==> run_1/clock_map.png <==
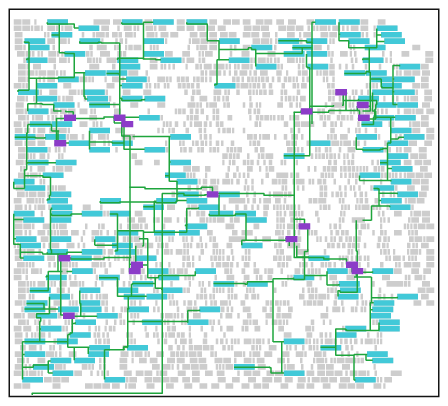
==> run_1/port_nets.png <==
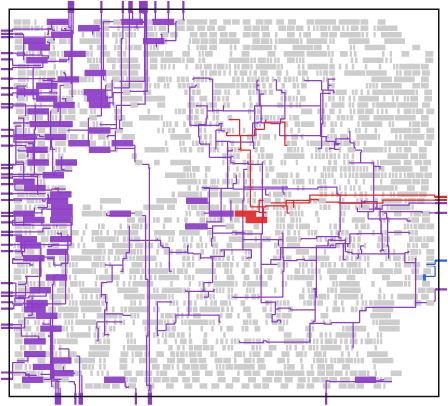
==> run_1/pins.png <==
Pins as bars across the die edge, other pins in grey.
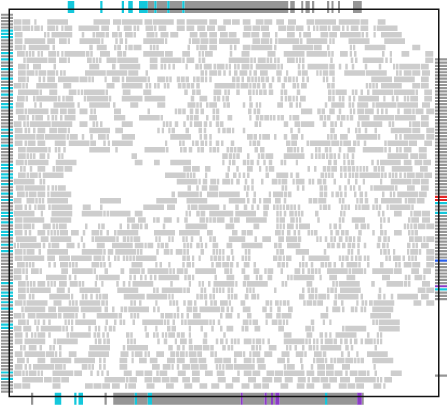
==> run_1/final_placement.png <==
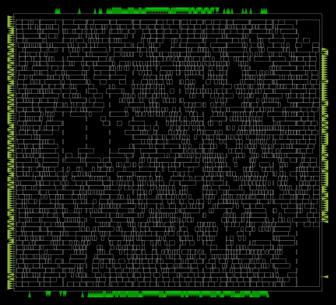
**src/rtl/mem_access_unit_pkg.sv**
```systemverilog
// mem_access_unit_pkg: shared types and helpers for the memory-stage load/store engine
package mem_access_unit_pkg;

   typedef enum logic [1:0] {MSIZE1, MSIZE2, MSIZE4, MSIZE8} msize_t;

   typedef enum logic [1:0] {S_IDLE, S_ADDR, S_DATA, S_DONE} mau_state_t;

   function automatic logic [3:0] size_bytes(msize_t s);
      return 4'd1 << s;
   endfunction

endpackage

```
**src/rtl/mem_access_unit_lane_align.sv**
```systemverilog
// mem_access_unit_lane_align: store lane shift/strobe and load shift/mask/extend
module mem_access_unit_lane_align
   import mem_access_unit_pkg::*;
#(
   parameter int DATA_W = 64,
   localparam int NB = DATA_W / 8,
   localparam int OFF_W = $clog2(NB)
) (
   input  msize_t              size_i,
   input  logic                zext_i,
   input  logic [OFF_W-1:0]    lane_i,
   input  logic [DATA_W-1:0]   wdata_i,
   input  logic [DATA_W-1:0]   rdata_i,
   output logic [DATA_W-1:0]   st_data_o,
   output logic [NB-1:0]       st_strobe_o,
   output logic [DATA_W-1:0]   ld_data_o
);

   logic [3:0]        bytes;
   logic [OFF_W+2:0]  sh;
   logic [NB-1:0]     lo;
   logic [DATA_W-1:0] raw;
   logic [DATA_W-1:0] mask;

   // Full-width masks rely on the shift overflowing to 0 so that 0 - 1 yields all ones.
   always_comb begin
      bytes = size_bytes(size_i);
      sh = {lane_i, 3'b000};
      lo = (NB'(1) << bytes) - NB'(1);
      st_strobe_o = lo << lane_i;
      st_data_o = wdata_i << sh;
      raw = rdata_i >> sh;
      mask = (DATA_W'(1) << {bytes, 3'b000}) - DATA_W'(1);
      ld_data_o = (raw & mask) | ((!zext_i && |(raw & (mask ^ (mask >> 1)))) ? ~mask : '0);
   end

endmodule

```
**src/rtl/mem_access_unit.sv**
```systemverilog
// mem_access_unit: one data-bus transaction per memory instruction, with alignment, misalign and flush handling
module mem_access_unit
   import mem_access_unit_pkg::*;
#(
   parameter int DATA_W = 64,
   parameter int ADDR_W = 64,
   localparam int NB = DATA_W / 8,
   localparam int OFF_W = $clog2(NB)
) (
   input  logic              clk_i,
   input  logic              rst_ni,
   input  logic              in_valid_i,
   input  logic              in_load_i,
   input  logic              in_store_i,
   input  msize_t            in_size_i,
   input  logic              in_zext_i,
   input  logic [ADDR_W-1:0] in_addr_i,
   input  logic [DATA_W-1:0] in_wdata_i,
   input  logic              flush_i,
   output logic              stall_o,
   output logic              out_valid_o,
   output logic [DATA_W-1:0] out_rdata_o,
   output logic              out_misalign_o,
   output logic              req_valid_o,
   output logic [ADDR_W-1:0] req_addr_o,
   output msize_t            req_size_o,
   output logic [NB-1:0]     req_strobe_o,
   output logic [DATA_W-1:0] req_data_o,
   input  logic              resp_addr_ok_i,
   input  logic              resp_data_ok_i,
   input  logic [DATA_W-1:0] resp_data_i
);

   mau_state_t        state_q, state_d;
   logic [ADDR_W-1:0] addr_q;
   msize_t            size_q;
   logic              zext_q, st_q, mis_q, drop_q;
   logic [DATA_W-1:0] wdata_q, rdata_q;
   logic              start, illegal, capture;
   logic [3:0]        bytes;
   logic [OFF_W-1:0]  in_lane;
   logic [DATA_W-1:0] st_data, ld_data;
   logic [NB-1:0]     st_strobe;

   always_comb begin
      bytes = size_bytes(in_size_i);
      in_lane = in_addr_i[OFF_W-1:0];
      start = in_valid_i && (in_load_i || in_store_i) && !flush_i;
      illegal = (32'(bytes) > NB) || ((in_lane & OFF_W'(bytes - 4'd1)) != '0);
   end

   always_ff @(posedge clk_i or negedge rst_ni) begin
      if (!rst_ni) state_q <= S_IDLE;
      else state_q <= state_d;
   end

   always_comb begin
      state_d = state_q;
      case (state_q)
         S_IDLE:  state_d = start ? (illegal ? S_DONE : S_ADDR) : S_IDLE;
         S_ADDR:  state_d = resp_addr_ok_i ? (resp_data_ok_i ? S_DONE : S_DATA) : S_ADDR;
         S_DATA:  state_d = resp_data_ok_i ? S_DONE : S_DATA;
         default: state_d = S_IDLE;
      endcase
   end

   always_comb begin
      stall_o = (state_q == S_IDLE && start) || state_q == S_ADDR || state_q == S_DATA;
      out_valid_o = state_q == S_DONE && !drop_q && !flush_i;
      out_misalign_o = out_valid_o && mis_q;
      req_valid_o = state_q == S_ADDR;
      capture = (state_q == S_ADDR && resp_addr_ok_i && resp_data_ok_i) || (state_q == S_DATA && resp_data_ok_i);
   end

   // A flush mid-transaction lets the bus finish and only discards the result.
   always_ff @(posedge clk_i or negedge rst_ni) begin
      if (!rst_ni) begin
         addr_q  <= '0;
         size_q  <= MSIZE1;
         zext_q  <= 1'b0;
         st_q    <= 1'b0;
         mis_q   <= 1'b0;
         drop_q  <= 1'b0;
         wdata_q <= '0;
         rdata_q <= '0;
      end else begin
         if (state_q == S_IDLE && start) begin
            addr_q  <= in_addr_i;
            size_q  <= in_size_i;
            zext_q  <= in_zext_i;
            st_q    <= in_store_i;
            mis_q   <= illegal;
            wdata_q <= in_wdata_i;
         end
         if (capture) rdata_q <= st_q ? '0 : ld_data;
         drop_q <= state_q == S_DONE ? 1'b0 : drop_q || (flush_i && (state_q == S_ADDR || state_q == S_DATA));
      end
   end

   mem_access_unit_lane_align #(.DATA_W(DATA_W)) u_lane_align (
      .size_i      (size_q),
      .zext_i      (zext_q),
      .lane_i      (addr_q[OFF_W-1:0]),
      .wdata_i     (wdata_q),
      .rdata_i     (resp_data_i),
      .st_data_o   (st_data),
      .st_strobe_o (st_strobe),
      .ld_data_o   (ld_data)
   );

   assign req_addr_o = addr_q;
   assign req_size_o = size_q;
   assign req_strobe_o = st_q ? st_strobe : '0;
   assign req_data_o = st_q ? st_data : '0;
   assign out_rdata_o = rdata_q;

endmodule

```
**config.mk**
```make
export PLATFORM = sky130hd
export DESIGN_NAME = mem_access_unit
export DESIGN_NICKNAME = d
export VERILOG_FILES = /design/src/rtl/mem_access_unit_pkg.sv /design/src/rtl/mem_access_unit_lane_align.sv /design/src/rtl/mem_access_unit.sv
export SDC_FILE = /design/constraint.sdc
export NUM_CORES = 1
export LEC_CHECK = 0
export ABC_AREA = 1
export CORE_ASPECT_RATIO = 0.9
export CORE_UTILIZATION = 40
export CTS_BUF_LIST = sky130_fd_sc_hd__clkbuf_4 sky130_fd_sc_hd__clkbuf_8
export CTS_CLUSTER_DIAMETER = 40
export DETAILED_ROUTE_END_ITERATION = 8
export HOLD_SLACK_MARGIN = 0.12
export PLACE_DENSITY = 0.76
export SLEW_MARGIN = 20
export SYNTH_ARGS = -nofsm -noshare
export SYNTH_HDL_FRONTEND = slang
export SYNTH_SLANG_ARGS = --single-unit
```
**constraint.sdc**
```tcl
create_clock -name clk_i -period 3.6 [get_ports clk_i]
set_input_delay 0.72 -clock clk_i [delete_from_list [all_inputs] [get_ports clk_i]]
set_output_delay 0.72 -clock clk_i [all_outputs]
set_load 0.005 [all_outputs]
```
==> impl_metrics.xml, run 1 <==
<?xml version="1.0" encoding="UTF-8"?>
<metrics>
  <group name="route">
    <metric name="post_drt_via_cell_ratio" unit="">5.33</metric>
    <metric name="length_of_the_first_detailed_routing_pass_in_iterations" unit="">6</metric>
    <metric name="routed-via-count" unit="">13100</metric>
    <metric name="drt-initial-drc-count" unit="">1593</metric>
    <metric name="wirelength_met1" unit="um">19100</metric>
  </group>
  <group name="clock_network">
    <metric name="cts_resized" unit="">9</metric>
    <metric name="clock_path_buffers" unit="">2</metric>
    <metric name="numCtsBuffers" unit="">17</metric>
  </group>
  <group name="setup_path">
    <metric name="path_cells" unit="">clkinv_2 &gt; buf_4 &gt; o21ai_0 &gt; inv_1 &gt; o311ai_0 &gt; clkdlybuf4s50_1</metric>
    <metric name="crit_slowest_cell" unit="">sky130_fd_sc_hd__clkdlybuf4s50_1</metric>
    <metric name="r2r-end" unit="">out_rdata_o[30]</metric>
    <metric name="r2r_slack" unit="ns">0.52</metric>
    <metric name="critPathMaxStageDelay" unit="ns">0.61</metric>
    <metric name="worstPathArrival" unit="ns">2.79</metric>
    <metric name="worst_path_dominant_cell_family" unit="">buffers and inverters</metric>
  </group>
  <group name="cells_and_area">
    <metric name="layout.cells.largest_class" unit="">multi-input combinational cells</metric>
    <metric name="logic_gates" unit="">1335</metric>
    <metric name="design.final.nets" unit="">2301</metric>
    <metric name="number_of_filler_instances_in_the_final_layout" unit="">2709</metric>
    <metric name="antenna-diode-count" unit="">3</metric>
  </group>
  <group name="logic_synthesis">
    <metric name="aoi_share" unit="%">10.4</metric>
    <metric name="seq_area_frac_synth" unit="%">42.8</metric>
    <metric name="post_synth_instance_area" unit="um2">11700</metric>
    <metric name="yosys_warnings" unit="">0</metric>
    <metric name="synth_nets" unit="">1951</metric>
    <metric name="yosys-top-cells-area" unit="">sky130_fd_sc_hd__dfrtp_1 (43%), sky130_fd_sc_hd__nand2_1 (29%), sky130_fd_sc_hd__nand3_1 (5.9%)</metric>
  </group>
  <group name="job">
    <metric name="drv_cap" unit="">0</metric>
  </group>
  <group name="floorplan">
    <metric name="io-pin-count" unit="">409</metric>
    <metric name="num_rows" unit="">58</metric>
  </group>
  <group name="placement">
    <metric name="port_buffers" unit="">408</metric>
    <metric name="dp_hpwl" unit="um">34500</metric>
  </group>
  <group name="final_timing">
    <metric name="fin_worst_hold_slack" unit="ns">0.201</metric>
    <metric name="rsz_0062_raised_after_global_routing" unit="">true</metric>
    <metric name="finClkSkew" unit="ns">0.0196</metric>
  </group>
  <group name="status">
    <metric name="run_status" unit="">complete, no violations</metric>
  </group>
  <group name="power_and_ir_drop">
    <metric name="power.static_leakage" unit="nW">8.19</metric>
    <metric name="vdd_ir_drop_max" unit="uV">467</metric>
    <metric name="power-per-cell-area" unit="nW/um2">860</metric>
    <metric name="p_seq" unit="W">0.00392</metric>
  </group>
  <group name="global_routing">
    <metric name="antenna_found_initial" unit="">5</metric>
  </group>
</metrics>
-- clock_map.png (at the start) --
Key: purple = cells driving clock nets [count 17]; cyan = flip-flops [count 200]; green = clock wires [length 2610 um]
There are 18 routed clock nets.

-- port_nets.png (at the start) --
Key: purple = req_addr_o [bits 64, direction output, end cells 64, buffers 67, wire 4020 um]; red = req_size_o [bits 2, direction output, end cells 2, buffers 3, wire 273 um]; blue = in_zext_i [bits 1, direction input, end cells 1, buffers 1, wire 15.8 um]

-- pins.png (at the start) --
Key: cyan = req_addr_o [pins 64, direction output, edge 37 left, 14 top, 10 bottom, 3 right]; blue = in_zext_i [pins 1, direction input, edge right]; purple = req_strobe_o [pins 8, direction output, edge 7 bottom, 1 right]; red = req_size_o [pins 2, direction output, edge right]

-- final_placement.png (at the start) --
Well-Tap Cells: 360
Core Area: 28300 um2
Core Util, Final: 58.3%

## Run 2: what changed since run 1
--- a/config.mk
+++ b/config.mk
@@ -8,7 +8,7 @@
 export ABC_AREA = 1
 export CORE_ASPECT_RATIO = 0.9
 export CORE_UTILIZATION = 40
-export CTS_BUF_LIST = sky130_fd_sc_hd__clkbuf_4 sky130_fd_sc_hd__clkbuf_8
+export CTS_BUF_LIST = sky130_fd_sc_hd__clkbuf_8
 export CTS_CLUSTER_DIAMETER = 40
 export DETAILED_ROUTE_END_ITERATION = 8
 export HOLD_SLACK_MARGIN = 0.12
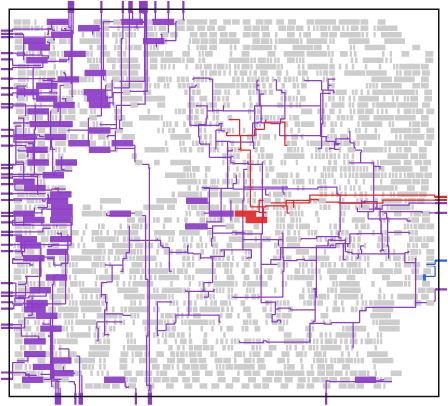
(run_2/port_nets.png)
Key: red = req_size_o [bits 2, direction output, end cells 2, buffers 3, wire 273 um]; blue = in_zext_i [bits 1, direction input, end cells 1, buffers 1, wire 15.8 um]; purple = req_addr_o [bits 64, direction output, end cells 64, buffers 67, wire 4020 um]

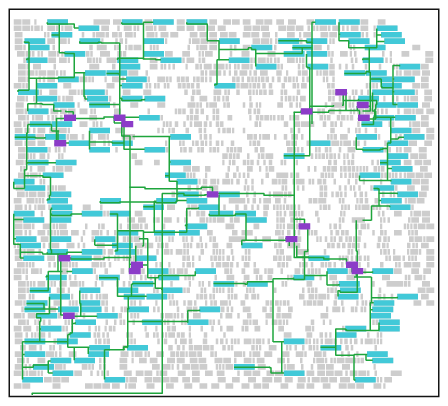
(run_2/clock_map.png)
Key: cyan = flip-flops [count 200]; green = clock wires [length 2610 um]; purple = cells driving clock nets [count 17]
There are 18 routed clock nets.

==> impl_metrics.xml, run 2 <==
<?xml version="1.0" encoding="UTF-8"?>
<metrics>
  <group name="final_timing">
    <metric name="fin_worst_hold_slack" unit="ns">0.201</metric>
    <metric name="rsz_0062_raised_after_global_routing" unit="">true</metric>
    <metric name="setup_ws" unit="ns">0.0889</metric>
    <metric name="finClkSkew" unit="ns">0.0196</metric>
    <metric name="tightest_slew" unit="ns">0.734</metric>
    <metric name="setup_total_negative_slack" unit="ns">0</metric>
  </group>
  <group name="cells_and_area">
    <metric name="clock_area_share" unit="%">2.55</metric>
    <metric name="logic_gates" unit="">1335</metric>
    <metric name="number_of_filler_instances_in_the_final_layout" unit="">2709</metric>
    <metric name="postLayoutCoreUtil" unit="%">58.3</metric>
    <metric name="layout.cells.largest_class" unit="">multi-input combinational cells</metric>
    <metric name="design.final.nets" unit="">2301</metric>
    <metric name="antenna-diode-count" unit="">3</metric>
    <metric name="clockBufferCount" unit="">17</metric>
  </group>
  <group name="setup_path">
    <metric name="worstReg2RegStart" unit="">req_addr_o[2]</metric>
    <metric name="cell_count_along_the_critical_path" unit="">6</metric>
    <metric name="path_cells" unit="">clkinv_2 &gt; buf_4 &gt; o21ai_0 &gt; inv_1 &gt; o311ai_0 &gt; clkdlybuf4s50_1</metric>
    <metric name="timing.critical_path.to" unit="">req_data_o[43]</metric>
    <metric name="r2r-end" unit="">out_rdata_o[30]</metric>
    <metric name="worst_path_dominant_cell_family" unit="">buffers and inverters</metric>
    <metric name="timing.setup.critical_path_class" unit="">reg2out</metric>
    <metric name="worstPathArrival" unit="ns">2.79</metric>
    <metric name="r2r_slack" unit="ns">0.52</metric>
    <metric name="crit_slowest_cell" unit="">sky130_fd_sc_hd__clkdlybuf4s50_1</metric>
    <metric name="worst_setup_path_start_kind" unit="">flip-flop</metric>
    <metric name="critPathMaxStageDelay" unit="ns">0.61</metric>
  </group>
  <group name="power_and_ir_drop">
    <metric name="power-per-cell-area" unit="nW/um2">860</metric>
    <metric name="p_seq" unit="W">0.00392</metric>
    <metric name="power.static_leakage" unit="nW">8.19</metric>
    <metric name="vdd_ir_drop_max" unit="uV">467</metric>
  </group>
  <group name="route">
    <metric name="wirelength_met1" unit="um">19100</metric>
    <metric name="met2_length" unit="um">20600</metric>
    <metric name="drt-initial-drc-count" unit="">1593</metric>
    <metric name="routed-via-count" unit="">13100</metric>
    <metric name="post_drt_via_cell_ratio" unit="">5.33</metric>
    <metric name="length_of_the_first_detailed_routing_pass_in_iterations" unit="">6</metric>
  </group>
  <group name="min_path">
    <metric name="worstHoldPathType" unit="">in2async</metric>
  </group>
  <group name="global_routing">
    <metric name="grt_max_degree" unit="">154</metric>
    <metric name="antenna_found_initial" unit="">5</metric>
    <metric name="use_met1" unit="%">42.1</metric>
  </group>
  <group name="floorplan">
    <metric name="io-pin-count" unit="">409</metric>
    <metric name="chipArea" unit="um2">29900</metric>
    <metric name="well_tap_count" unit="">360</metric>
    <metric name="floorplan.core_area" unit="um2">28300</metric>
  </group>
  <group name="logic_synthesis">
    <metric name="adder_share_synth" unit="%">0.749</metric>
    <metric name="yosys-top-cells-area" unit="">sky130_fd_sc_hd__dfrtp_1 (43%), sky130_fd_sc_hd__nand2_1 (29%), sky130_fd_sc_hd__nand3_1 (5.9%)</metric>
    <metric name="synthXorXnorAreaFrac" unit="%">0.0749</metric>
    <metric name="synth_nets" unit="">1951</metric>
    <metric name="post_synth_instance_area" unit="um2">11700</metric>
    <metric name="postSynth.asyncResetShare" unit="%">100</metric>
    <metric name="seq_area_frac_synth" unit="%">42.8</metric>
    <metric name="aoi_share" unit="%">10.4</metric>
    <metric name="synth.mux.area_fraction" unit="%">1.20</metric>
    <metric name="yosys_warnings" unit="">0</metric>
  </group>
  <group name="job">
    <metric name="drv_cap" unit="">0</metric>
  </group>
  <group name="status">
    <metric name="run_status" unit="">complete, no violations</metric>
  </group>
  <group name="clock_network">
    <metric name="numCtsBuffers" unit="">17</metric>
    <metric name="clock_path_buffers" unit="">2</metric>
    <metric name="cts_resized" unit="">9</metric>
  </group>
  <group name="placement">
    <metric name="post_dp_cell_area" unit="um2">16000</metric>
    <metric name="port_buffers" unit="">408</metric>
    <metric name="placed_cells_incl_taps" unit="">2431</metric>
    <metric name="dp_hpwl" unit="um">34500</metric>
  </group>
</metrics>
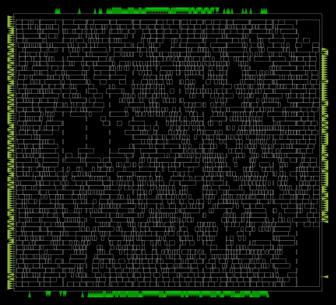
(run_2/final_placement.png)
total number of sequential cells: 200
sequential portion of the cell area: 30.3%
number of core rows: 58

No activity file was given, so power comes from the tool's default toggle rates.
